### config.mk
export PLATFORM = sky130hd
export DESIGN_NAME = rca_bist_ctrl
export DESIGN_NICKNAME = d
export VERILOG_FILES = /design/src/rtl/rca_bist_ctrl.sv
export SDC_FILE = /design/constraint.sdc
export NUM_CORES = 1
export LEC_CHECK = 0
export ABC_AREA = 1
export CAP_MARGIN = 20
export CORE_ASPECT_RATIO = 1.25
export CORE_MARGIN = 3
export CORE_UTILIZATION = 47
export DETAILED_ROUTE_END_ITERATION = 7
export PLACE_DENSITY = 0.81
export SYNTH_ARGS = -nofsm -noshare
export SYNTH_HDL_FRONTEND = slang
export SYNTH_SLANG_ARGS = --single-unit
### constraint.sdc
create_clock -name clk -period 3.9 [get_ports clk]
set_clock_uncertainty 0.05 [all_clocks]
set_input_delay 0.78 -clock clk [delete_from_list [all_inputs] [get_ports clk]]
set_output_delay 0.78 -clock clk [all_outputs]
set_load 0.02 [all_outputs]
### src/rtl/rca_bist_ctrl.sv
// BIST sequencer for the 4-bit RCA fault test: clears the TPG, steps NVEC vectors,
// compares each RCA response to a golden sum and compacts responses into a 5-bit MISR.
module rca_bist_ctrl #(
  parameter int WIDTH = 4,
  parameter int NVEC  = 8,
  parameter int CNT_W = 3
) (
  input  logic             clk,
  input  logic             init_n,
  input  logic             start,
  input  logic [WIDTH-1:0] at,
  input  logic [WIDTH-1:0] bt,
  input  logic             cint,
  input  logic [WIDTH-1:0] sum_in,
  input  logic             cout_in,
  output logic             tpg_init,
  output logic             test,
  output logic             busy,
  output logic             done,
  output logic             pass,
  output logic [CNT_W:0]   fail_cnt,
  output logic [CNT_W-1:0] first_fail,
  output logic [4:0]       signature,
  output logic [1:0]       dbg_state,
  output logic [CNT_W-1:0] dbg_vec_idx
);

  // Handshake: start is a level sampled only in IDLE/DONE; done is a one-cycle
  // pulse and pass/fail_cnt/first_fail/signature are valid from done until the next CLEAR.

  typedef enum logic [1:0] {
    S_IDLE  = 2'd0,
    S_CLEAR = 2'd1,
    S_RUN   = 2'd2,
    S_DONE  = 2'd3
  } state_t;

  localparam logic [CNT_W-1:0] LAST_IDX = CNT_W'(NVEC - 1);
  localparam logic [CNT_W-1:0] ONE_IDX  = CNT_W'(1);
  localparam logic [4:0]       MISR_SEED = 5'h1F;

  state_t              r_state;
  state_t              w_next;
  logic                r_tpg_init;
  logic                r_test;
  logic                r_busy;
  logic                r_done;
  logic                r_pass;
  logic [CNT_W:0]      r_fail_cnt;
  logic [CNT_W-1:0]    r_first_fail;
  logic [4:0]          r_sig;
  logic [CNT_W-1:0]    r_vec_idx;

  logic [WIDTH:0]      w_exp;
  logic [WIDTH:0]      w_resp;
  logic                w_mismatch;
  logic [CNT_W:0]      w_fail_cnt_nxt;
  logic [4:0]          w_resp5;
  logic [4:0]          w_sig_nxt;

  always_comb begin
    w_next = r_state;
    case (r_state)
      S_IDLE:  if (start) w_next = S_CLEAR;
      S_CLEAR: w_next = S_RUN;
      S_RUN:   if (r_vec_idx == LAST_IDX) w_next = S_DONE;
      S_DONE:  w_next = start ? S_CLEAR : S_IDLE;
      default: w_next = S_IDLE;
    endcase
  end

  // Golden sum is a zero-extended add so the carry lands in the MSB.
  assign w_exp          = {1'b0, at} + {1'b0, bt} + {{WIDTH{1'b0}}, cint};
  assign w_resp         = {cout_in, sum_in};
  assign w_mismatch     = (w_resp != w_exp);
  assign w_fail_cnt_nxt = r_fail_cnt + {{CNT_W{1'b0}}, w_mismatch};
  assign w_resp5        = 5'(w_resp);
  assign w_sig_nxt      = {r_sig[3:0], r_sig[4]} ^ w_resp5 ^ (r_sig[4] ? 5'b00100 : 5'b00000);

  always_ff @(posedge clk) begin
    if (!init_n) begin
      r_state      <= S_IDLE;
      r_tpg_init   <= 1'b1;
      r_test       <= 1'b0;
      r_busy       <= 1'b0;
      r_done       <= 1'b0;
      r_pass       <= 1'b0;
      r_fail_cnt   <= '0;
      r_first_fail <= '0;
      r_sig        <= MISR_SEED;
      r_vec_idx    <= '0;
    end else begin
      r_state    <= w_next;
      r_tpg_init <= (w_next != S_RUN);
      r_test     <= (w_next == S_CLEAR) || (w_next == S_RUN);
      r_busy     <= (w_next == S_CLEAR) || (w_next == S_RUN);
      r_done     <= (w_next == S_DONE);
      if (w_next == S_CLEAR) begin
        r_pass       <= 1'b0;
        r_fail_cnt   <= '0;
        r_first_fail <= '0;
        r_sig        <= MISR_SEED;
        r_vec_idx    <= '0;
      end else if (r_state == S_RUN) begin
        // vec_idx tracks the TPG count, which wraps at NVEC.
        r_vec_idx <= (r_vec_idx == LAST_IDX) ? '0 : r_vec_idx + ONE_IDX;
        r_sig     <= w_sig_nxt;
        if (w_mismatch) begin
          r_fail_cnt <= w_fail_cnt_nxt;
          if (r_fail_cnt == '0) r_first_fail <= r_vec_idx;
        end
        if (w_next == S_DONE) r_pass <= (w_fail_cnt_nxt == '0);
      end
    end
  end

  assign tpg_init    = r_tpg_init;
  assign test        = r_test;
  assign busy        = r_busy;
  assign done        = r_done;
  assign pass        = r_pass;
  assign fail_cnt    = r_fail_cnt;
  assign first_fail  = r_first_fail;
  assign signature   = r_sig;
  assign dbg_state   = r_state;
  assign dbg_vec_idx = r_vec_idx;

endmodule

### Met3 routing, run 1

Drawn at 4 px/um. Cells faint in the background.
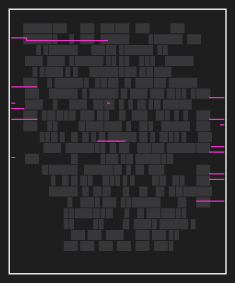
- nets with wire on the layer: 15
- share of all routed wire: 3.0%
GR met3 Demand/Resource: 2.71%
Vias: 1191
final wirelength: 2520 um

### Placed standard cells, run 1

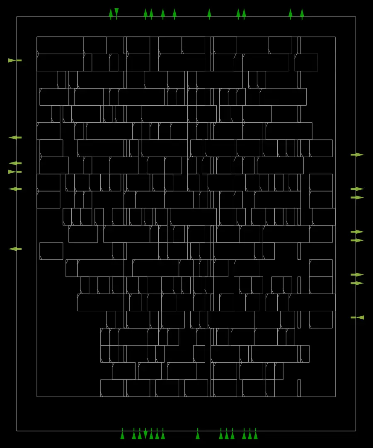
Core Util, Final: 65.5%
Cell Rows: 21
fillcell total: 262

### Sequential cells colored by netlist name, run 1

Drawn at 6 px/um. Other sequential cells in the stronger gray, the rest of the logic in the fainter gray.
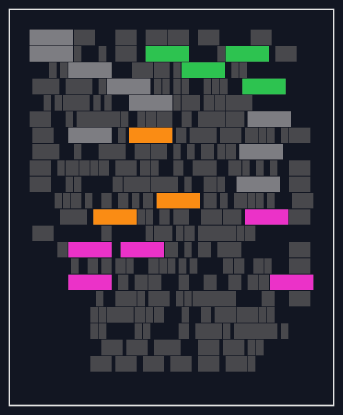
- `dbg_vec_idx`: orange (placed flops 3)
- `signature`: magenta (placed flops 5)
- `fail_cnt`: green (placed flops 4)

==> job_summary.md, run 1 <==
## Synthesis and layout report

| Metric | Value |
|---|---|
| Run status | `complete, no violations` |
| Critical path class | `input pin to register` |
| Bufs and invs on worst path | `3` |
| Num CTS Buffers | `3` |
| Reg2reg setup slack | `1.50 ns` |
| Comb. pwr | `0.000230 W` |
| Largest net degree at the start of global routing | `15` |
| Number of global-route vias before repair | `1139` |
| Total gr overflow | `0` |
| Root Buffer | `clkbuf_4` |
| Main logic family after synthesis | `simple AND/OR/NAND/NOR gates` |
| Worst setup EP type | `register` |
| Least-Margin Pin Slew | `0.448 ns` |
| Antenna diodes | `0` |
| Largest class | `combinational gates` |
| Clock Power | `0.000102 W` |
| Switch share | `36.1%` |
| Final setup vio count | `0` |
| CP peak stage delay | `0.45 ns` |
| Top cells excl fill/tap | `38 x clkdlybuf4s50_1, 32 x nand2_1, 27 x inv_1, 21 x dfxtp_1, 15 x a21oi_1` |
| RSZ-0062 raised after global routing | `no` |
| Worst setup margin | `0.341 ns` |
| Clock buffer count | `3` |
==> inputs of run 2 (changes only) <==
TNS_END_PERCENT = 1   (was default)
### Cell sizes after repair, run 2

Drawn at 6 px/um.
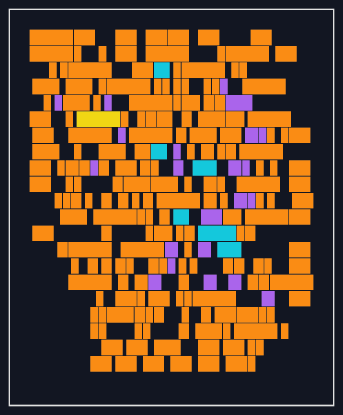
- _3 and _4 cells: cyan (cells 6; most used clkbuf_4)
- _6 and larger: yellow (cells 1; most used nor2_8)
- _0 and _1 cells: orange (cells 191; most used clkdlybuf4s50_1)
- _2 cells: purple (cells 22; most used inv_2)

==> run 2 against run 1 <==
  * Combinational power hardly changed
  * Sequential share of layout area stayed put
  * Global-route usage stayed put
  * Clock-buffer cell count stayed put
  * Sequential power hardly changed
  * Design area stayed put
  * Synthesized cell count stayed put
==> job_summary.md, run 2 <==
## Synthesis and layout report

| Metric | Value |
|---|---|
| Top power group | `registers` |
| Post-synth ARST share | `0%` |
| CP peak stage delay | `0.45 ns` |
| Critical path class | `input pin to register` |
| Floorplan Nets | `213` |
| Core Util, Final | `65.5%` |
| Antenna diodes | `0` |
| Main logic family after synthesis | `simple AND/OR/NAND/NOR gates` |
| Largest net degree at the start of global routing | `15` |
| Worst setup EP type | `register` |
| Reg2reg setup slack | `1.50 ns` |
| Num CTS Buffers | `3` |
| Run status | `complete, no violations` |
| GR met3 Demand/Resource | `2.71%` |
| Vias | `1191` |
| Final setup vio count | `0` |
| Clock Power | `0.000102 W` |
| Clock buffer count | `3` |
| TritonCTS clock tree | `done` |
| Hold Fails Final Rpt | `0` |
| Cell Rows | `21` |
| Largest class | `combinational gates` |
| Final wirelength | `2520 um` |
| Worst setup margin | `0.341 ns` |
| Bufs and invs on worst path | `3` |
### Placed standard cells, run 2

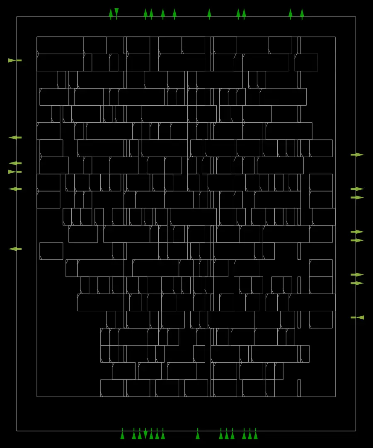
Core ar.: 2710 sq um
final std cells w/o fill: 254
tapcells inserted: 34

Power figures rest on the tool's default switching activity, not on a simulated workload.
